### Clock nets, run 1

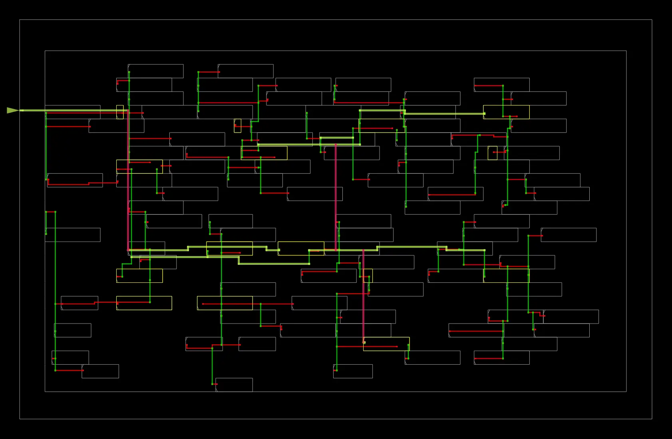
### Metal layers overlaid, run 1

Two of the layers only.
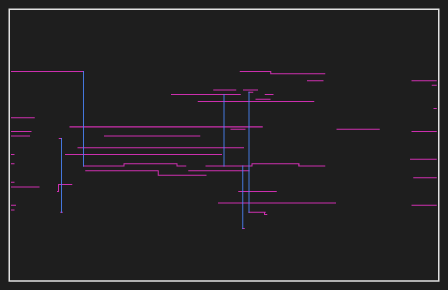
### Metal 2, run 1

Cells faint in the background.
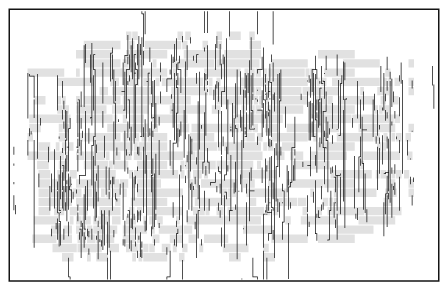
### Cells by drive strength, run 1

Bar = 50 um.
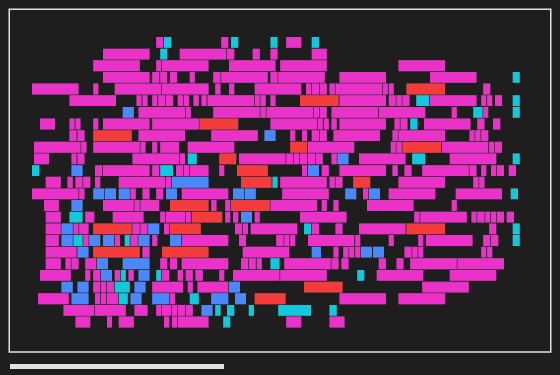
--- src/rtl/pack_fifo.sv ---
// Byte-to-halfword packer feeding a small word FIFO. Pairs of bytes form
// {high, low} words; in_last flushes a lone byte as an "odd" word.
module pack_fifo #(
    parameter int DEPTH = 4
) (
    input  logic        clk,
    input  logic        rst_n,
    input  logic [7:0]  in_data,
    input  logic        in_vld,
    input  logic        in_last,
    output logic [15:0] out_data,
    output logic        out_odd,
    output logic        out_vld,
    input  logic        out_rdy,
    output logic        full,
    output logic        ovf
);

    localparam int AW = $clog2(DEPTH);
    localparam logic [AW:0] DEPTH_CNT = (AW + 1)'(DEPTH);

    typedef struct packed {
        logic        odd;
        logic [15:0] word;
    } entry_t;

    entry_t        mem [DEPTH];
    logic [AW-1:0] wr_ptr;
    logic [AW-1:0] rd_ptr;
    logic [AW:0]   count;
    logic [7:0]    hold;
    logic          hold_valid;

    entry_t        form;
    logic          form_vld;
    logic          push;
    logic          pop;

    // NOTE: every signal gets a default first so this block can never infer a latch.
    always_comb begin
        form     = '0;
        form_vld = 1'b0;
        if (in_vld) begin
            if (hold_valid) begin
                form_vld  = 1'b1;
                form.odd  = 1'b0;
                form.word = {in_data, hold};
            end else if (in_last) begin
                form_vld  = 1'b1;
                form.odd  = 1'b1;
                form.word = {8'h00, in_data};
            end
        end
    end

    assign out_vld  = (count != '0);
    assign full     = (count == DEPTH_CNT);
    assign pop      = out_vld & out_rdy;
    // A pop frees a slot in the same cycle, so a full FIFO can still accept a word.
    assign push     = form_vld & (~full | pop);
    assign out_data = out_vld ? mem[rd_ptr].word : 16'h0000;
    assign out_odd  = out_vld ? mem[rd_ptr].odd  : 1'b0;

    // NOTE: sequential state uses non-blocking assignments so every flop samples pre-edge values.
    always_ff @(posedge clk) begin
        if (!rst_n) begin
            count      <= '0;
            wr_ptr     <= '0;
            rd_ptr     <= '0;
            hold_valid <= 1'b0;
            ovf        <= 1'b0;
        end else begin
            if (in_vld) begin
                if (hold_valid) begin
                    hold_valid <= 1'b0;
                end else if (!in_last) begin
                    hold       <= in_data;
                    hold_valid <= 1'b1;
                end
            end
            if (form_vld && !push) begin
                ovf <= 1'b1;
            end
            if (push) begin
                wr_ptr <= wr_ptr + 1'b1;
            end
            if (pop) begin
                rd_ptr <= rd_ptr + 1'b1;
            end
            case ({push, pop})
                2'b10:   count <= count + 1'b1;
                2'b01:   count <= count - 1'b1;
                default: count <= count;
            endcase
        end
    end

    // NOTE: the storage array is deliberately not reset; stale entries are masked by out_vld.
    always_ff @(posedge clk) begin
        if (rst_n && push) begin
            mem[wr_ptr] <= form;
        end
    end

endmodule

--- config.mk ---
export PLATFORM = sky130hd
export DESIGN_NAME = pack_fifo
export DESIGN_NICKNAME = d
export VERILOG_FILES = /design/src/rtl/pack_fifo.sv
export SDC_FILE = /design/constraint.sdc
export NUM_CORES = 1
export LEC_CHECK = 0
export ABC_AREA = 1
export CORE_ASPECT_RATIO = 0.6
export CORE_MARGIN = 5
export CORE_UTILIZATION = 45
export DETAILED_ROUTE_END_ITERATION = 16
export PLACE_DENSITY = 0.67
export SLEW_MARGIN = 40
export SYNTH_ARGS = -nofsm -noshare
export SYNTH_HDL_FRONTEND = slang
export SYNTH_SLANG_ARGS = --single-unit
--- constraint.sdc ---
create_clock -name clk -period 2.2 [get_ports clk]
set_clock_uncertainty 0.05 [all_clocks]
set_input_delay 0.66 -clock clk [delete_from_list [all_inputs] [get_ports clk]]
set_output_delay 0.66 -clock clk [all_outputs]
set_load 0.01 [all_outputs]
==> impl_metrics.toml, run 1 <==
# physical design summary
[run_status]
status = "finished clean"

[cells_and_area]
inverters_excl_clock = 30
diodes = 0
flop_area_mm2 = 0.00251
comb_share = 0.207
num-nonclk-buffers = 76
final_nets = 416

[synthesis]
topCellsByArea = "edfxtp_1 63%, nor2_1 8.7%, dfxtp_1 6.1%"
yosysWarningCount = 0
ys_cells = 324
fa_ha_area_frac = 0.0193
syn_inst = 324
ys_seq_frac = 0.688
ys_sh_simple = 0.137
yosys-mux-area-fraction = 0
synth-compound-area-share = 0.106

[power_and_ir_drop]
power_density_mw_per_mm2 = 965
comb_power_w = 0.00107
p_sw_w = 0.00123

[route]
detail_route.wl_per_cell_um = 16.2
drt-met1-wl_um = 3840
drt.antenna.violating_nets = 0

[die]
initCoreUtil = 0.462

[clocking]
cts-root-buf = "clkbuf_16"
path_clk_slew_ns = 0.06

[final_timing]
hold_ws_ns = 0.436
fmax_ghz = 0.469
finalCritPeriodShare = 0.968
worst_pin_slew_ns = 0.405
hold_viol = 0

[placed_design]
placed_area_mm2 = 0.00441

[worst_hold_path]
min_from = "rd_ptr[0]$_SDFFE_PN0P_"
min_path_cells = 1

[critical_path]
crit_top_cell = "nor2_1"
required_ns = 1.49

[global_route]
grt_first_pass_wirelength_um = 13200
grt_start_max_net_pins = 23

[run]
drv_cap = 0
Back to the opening pictures, 'Clock nets':
clk_lat worst skew: 0.33 ns
Sink Count: 87

Back to the opening pictures, 'Metal layers overlaid':
[M3] magenta | wire length: 568 um
[M4] blue | wire length: 124 um

Back to the opening pictures, 'Metal 2':
share of all routed wire: 45%
longest straight run: 38.4 um
wire length on this layer: 3,710 um
nets with wire on the layer: 309

Back to the opening pictures, 'Cells by drive strength':
[x6 and larger] red | cells: 20 | share: 5.0% | most used: clkbuf_16
[x3 and x4] blue | cells: 41 | share: 10% | most used: buf_4
[x1 and smaller] magenta | cells: 304 | share: 76% | most used: nor2_1
[x2] cyan | cells: 37 | share: 9.2% | most used: buf_2

==> run 1: synth_stat cells <==
cell and n:
o21ai_2 1, nor2_2 1, inv_2 7, buf_2 8, nand2_1 9, clkbuf_2 1, nand4_1 1, nor2_1 84
a31oi_1 1, a211oi_1 1, nor2_4 1, a21oi_1 24, inv_1 23, o21ai_0 24, a21boi_1 1, nor4_1 1
nand3_2 1, buf_4 3, nand2_2 2, dfxtp_1 11, clkbuf_1 1, nand2_4 2, fa_1 1, edfxtp_1 76
nand3_4 1, ha_1 4, nand3_1 11, o21ai_1 23
==> run 1: metal layers <==
metal / vias to the layer above / global-route usage
li1: 1265 / -
met1: 1169 / 0.242
met2: 71 / 0.267
met3: 11 / 0.0515
met4: 0 / 0.0535
met5: - / 0
==> run 1: placed cells by master, fill, tap and decap left out, drive strengths merged, types with 4 or more instances in the layout <==
cell type      synthesis  final
a21oi                 24     24
nand3                 13     13
buf                   11     57
clkdlybuf4s50          0     13
nand2                 13     13
edfxtp                76     76
nor2                  86     86
dfxtp                 11     11
o21ai                 48     48
ha                     4      4
inv                   30     30
clkbuf                 2     14
==> run 1: registers in the layout (all words and copies together) (netlist names), named ones only <==
signal and flops:
rd_ptr 2, wr_ptr 2, count 3, mem 68, hold 8, ovf 1, hold_valid 1
==> run 1: critical path, delay by kind of cell, from the launching register on <==
kind / cells / cell delay [ns]
compound gates: 2 / 0.23
buf+inv: 2 / 0.32
flops: 1 / 0.41
simple gates: 2 / 0.13
==> run 1: repair_timing <==
item | in CTS | in global routing
gates cloned | 0 | 1
pin swaps | 4 | 14
setup endpoints to repair | 19 | 17
hold buffers | 0 | 0
resized | 60 | 31
--- run 2 (diff from run 1) ---
Settings changed: HOLD_SLACK_MARGIN set to 0.05.
### Clock nets, run 2

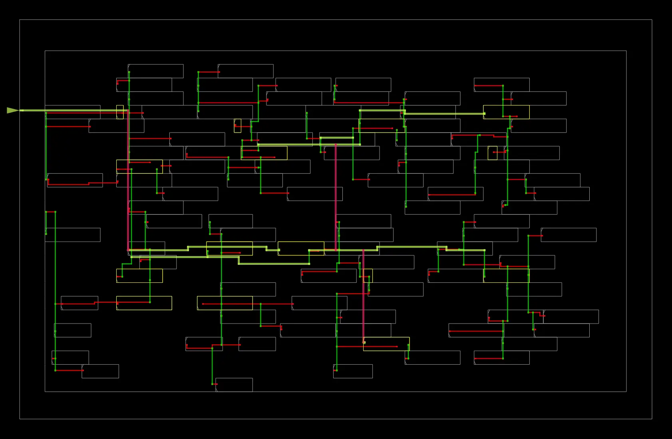
Clock buffer cells: 10
number of buffers created by CTS: 9
flip-flops: 87
P_clk: 0.00155 W

==> run 2 against run 1 <==
Critical path depth unchanged. Utilization unchanged. Flip-flop count stayed put. Sequential share of layout area is the same. Area after synthesis did not move. Combinational power about the same. Cell area unchanged. Total power unchanged. First-iteration DRC count unchanged. Via count unchanged. Non-clock buffer count stayed put. Critical path type unchanged.
==> impl_metrics.toml, run 2 <==
# physical design summary
[run_status]
status = "finished clean"

[final_timing]
hold_viol = 0
hold_ws_ns = 0.436
fmax_ghz = 0.469
slew_violations = 0
worst_pin_slew_ns = 0.405
period_minus_slack_ns = 2.13
finalCritPeriodShare = 0.968

[global_route]
grt_first_pass_wirelength_um = 13200
grt.total_usage = 0.174
antenna_found_initial = 0
grt_start_max_net_pins = 23

[route]
detail_route.wl_per_cell_um = 16.2
drt.antenna.violating_nets = 0

[synthesis]
synth_area_mm2 = 0.00364
ys_seq_frac = 0.688
edf_count = 76
synthTopCellsByCount = "84 x nor2_1, 76 x edfxtp_1, 24 x a21oi_1, 24 x o21ai_0"
syn_inst = 324
synth.most_common_cell = "nor2_1"
yosysWarningCount = 0
ys_seq_elements = 87
ys_cells = 324
topCellsByArea = "edfxtp_1 63%, nor2_1 8.7%, dfxtp_1 6.1%"
ys_async_sr_fraction = 0
synthFlopType = "edfxtp_1"

[cells_and_area]
area_growth_pct = 28.8
final_nets = 416
drive_gt1_frac = 0.244
flop_area_mm2 = 0.00251
mi_logic_area_um2 = 971
lay_top_count = "nor2_1"
largest_reg_flops = 68
diodes = 0
top_register = "mem"
reg_top3 = "mem x68, hold x8, count x3"
lay_top_cells = "81 x nor2_1, 76 x edfxtp_1, 35 x buf_4, 34 x o21ai_1, 23 x inv_1"

[power_and_ir_drop]
p_sw_w = 0.00123
comb_power_w = 0.00107
p_comb_frac = 0.237
internal-power_w = 0.00330
power_density_mw_per_mm2 = 965

[clocking]
cts-root-buf = "clkbuf_16"
h-tree-depth = 3
cts_sinks = 87
cts_tree = "built"
clk_latency_ns = 0.33
path_clk_slew_ns = 0.06
hold_buffers = 0

[critical_path]
required_ns = 1.49
crit_top_cell = "nor2_1"
crit_buf_inv = 2
cp_top_family = "flip-flops"

[die]
initCoreUtil = 0.462
dieArea_mm2 = 0.0100

[worst_hold_path]
min_path_cells = 1
min_from = "rd_ptr[0]$_SDFFE_PN0P_"

[run]
warnings = 32
drv_cap = 0
run 2: cell type report:
type | instances | area share
sequential | 87 | 0.535
multi-input combinational | 194 | 0.207
timing repair buffer | 76 | 0.140
clock buffer | 10 | 0.0489
tap | 108 | 0.0288
inverter | 30 | 0.0246
clock inverter | 5 | 0.0158
run 2: metal layers:
metal | vias to the layer above | share of wire | GRT usage
met5 | - | 0 | 0
met4 | 0 | 0.015 | 0.0535
met3 | 11 | 0.069 | 0.0515
met2 | 71 | 0.45 | 0.267
met1 | 1169 | 0.47 | 0.242
li1 | 1265 | - | -
run 2: kinds of logic after synthesis:
| group | after synthesis | share of synthesized area |
|---|---|---|
| AND-OR/OR-AND | 75 | 0.106 |
| adder cells (fa/ha/maj) | 5 | 0.0193 |
| buffers and inverters | 43 | 0.0505 |
| flip-flops | 87 | 0.688 |
| AND/OR/NAND/NOR | 114 | 0.137 |
run 2: repair_timing:
action                     in CTS  in global routing
cloned                          0                  1
resized                        60                 31
pin swaps                       4                 14
setup endpoints to repair      19                 17
run 2: through the flow:
step           instance area, um2  cells  setup TNS, ns
2_1_floorplan                3640    324          -8.30
3_3_place_gp                 4410    494         -10.72
6_report                     4690    510              0
4_1_cts                      4670    509        -0.0448
5_1_grt                      4690    510         -0.260
3_5_place_dp                 4410    494         -16.21
run 2: worst max path at each step:
stage,end,slack (ns),startpoint,depth (start not counted)
after floorplan,mem[0][0]$_DFFE_PP_,-0.12,in_vld,6
after global placement,mem[3][7]$_DFFE_PP_,-0.17,in_last,8
after detailed placement,mem[0][15]$_DFFE_PP_,-0.20,in_last,8
after CTS,out_data[4],-0.04,flip-flop,6
after global routing,out_odd,-0.04,flip-flop,6
final,out_data[5],0.07,flip-flop,6
### Metal 2, run 2

Cells faint in the background.
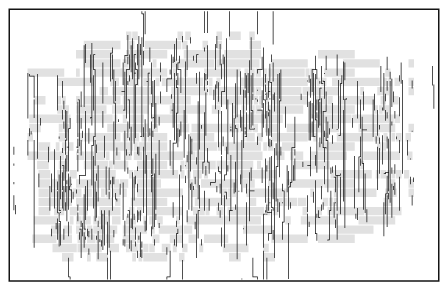

--- run 3 (diff from run 2) ---
Settings changed: CORE_UTILIZATION 45 to 51, PLACE_DENSITY 0.67 to 0.75.
### Metal 2, run 3

Cells faint in the background.
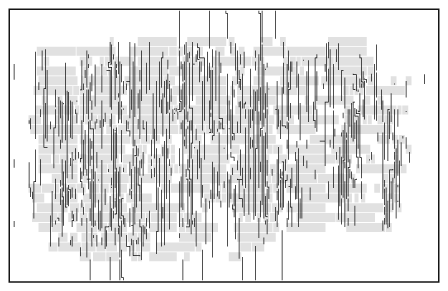
longest straight run: 36.0 um
wire length on this layer: 3,890 um
share of all routed wire: 47%
nets with wire on the layer: 333
main direction: vertical

==> run 3 against run 2 <==
Area after synthesis is the same. Clock power shrank 3%. Total power shrank 1.1%. Maximum frequency shrank 2.4%. Die size shrank 11%. Worst hold slack gained 0.00056 ns.
==> impl_metrics.toml, run 3 <==
# physical design summary
[run_status]
status = "finished clean"

[power_and_ir_drop]
comb_power_w = 0.00106
p_sw_w = 0.00129
power_density_mw_per_mm2 = 952
p_clk_w = 0.00150
internal-power_w = 0.00318
p_comb_frac = 0.238

[synthesis]
synthFlopType = "edfxtp_1"
synth.most_common_cell = "nor2_1"
topCellsByArea = "edfxtp_1 63%, nor2_1 8.7%, dfxtp_1 6.1%"
synth_area_mm2 = 0.00364
syn_inst = 324
ys_async_sr_fraction = 0

[clocking]
cts-root-buf = "clkbuf_16"
clk_latency_ns = 0.34
path_clk_slew_ns = 0.06
hold_buffers = 0

[cells_and_area]
drive_gt1_frac = 0.279
stdcell_count = 496
final_cell_area_mm2 = 0.00470
lay_top_cells = "77 x nor2_1, 76 x edfxtp_1, 44 x buf_4, 32 x o21ai_1, 23 x inv_1"
lay_top_count = "nor2_1"
area_growth_pct = 29.2
diodes = 0
reg_top3 = "mem x68, hold x8, count x3"
largest_reg_flops = 68

[placed_design]
placed_area_mm2 = 0.00436
dp_cells = 477

[worst_hold_path]
min_path_cells = 1

[global_route]
grt_start_max_net_pins = 23
grt.total_usage = 0.198
antenna_found_initial = 0
grt_first_pass_wirelength_um = 13100

[final_timing]
period_minus_slack_ns = 2.18
finalCritPeriodShare = 0.993
fin_setup_tns_ns = 0
fmax_ghz = 0.458

[die]
dieArea_mm2 = 0.00898
initCoreUtil = 0.536

[route]
detail_route.wl_per_cell_um = 16.7

[critical_path]
required_ns = 1.49
run 3: cell families after synthesis:
| kind of cell | Yosys count | share of synthesized area |
|---|---|---|
| AND-OR/OR-AND | 75 | 0.106 |
| adder cells (fa/ha/maj) | 5 | 0.0193 |
| buffers and inverters | 43 | 0.0505 |
| flip-flops | 87 | 0.688 |
| AND/OR/NAND/NOR | 114 | 0.137 |
run 3: routing by layer:
| layer | wire length (um) | vias up | track usage |
|---|---|---|---|
| li1 | - | 1280 | - |
| met4 | 133 | 0 | 0.0680 |
| met3 | 770 | 12 | 0.0549 |
| met2 | 3890 | 89 | 0.331 |
| met5 | 0 | - | 0 |
| met1 | 3490 | 1206 | 0.255 |
run 3: critical path, stage by stage, from the launching register on:
cell	delay, ns
dfxtp_4	0.43
buf_12	0.16
nor2_1	0.05
nor2_1	0.08
o21ai_1	0.07
a21oi_1	0.17
buf_2	0.16
run 3: worst paths after layout:
path | start | endpoint
worst max-delay path | flip-flop | out_data[7]
worst min-delay path | rd_ptr[0]$_SDFFE_PN0P_ | rd_ptr[0]$_SDFFE_PN0P_
worst min register to register | rd_ptr[0]$_SDFFE_PN0P_ | rd_ptr[0]$_SDFFE_PN0P_
worst max register to register | count[1]$_SDFFE_PN0P_ | count[2]$_SDFFE_PN0P_
run 3: cell type report:
class / count / area, um2 / share of cell area
clock inverter: 7 / 71.3 / 0.0152
tap: 87 / 109 / 0.0232
sequential: 87 / 2510 / 0.534
multi-input combinational: 194 / 998 / 0.212
clock buffer: 9 / 225 / 0.0479
inverter: 30 / 118 / 0.0250
timing repair buffer: 82 / 668 / 0.142
run 3: timing repair:
item / 4_1_cts / 5_1_grt
gates cloned: 1 / 0
setup buffers: 0 / 2
endpoints found under the setup margin: 19 / 17
resized: 94 / 17
pin swaps: 4 / 8
Power and IR drop assume default switching activity.
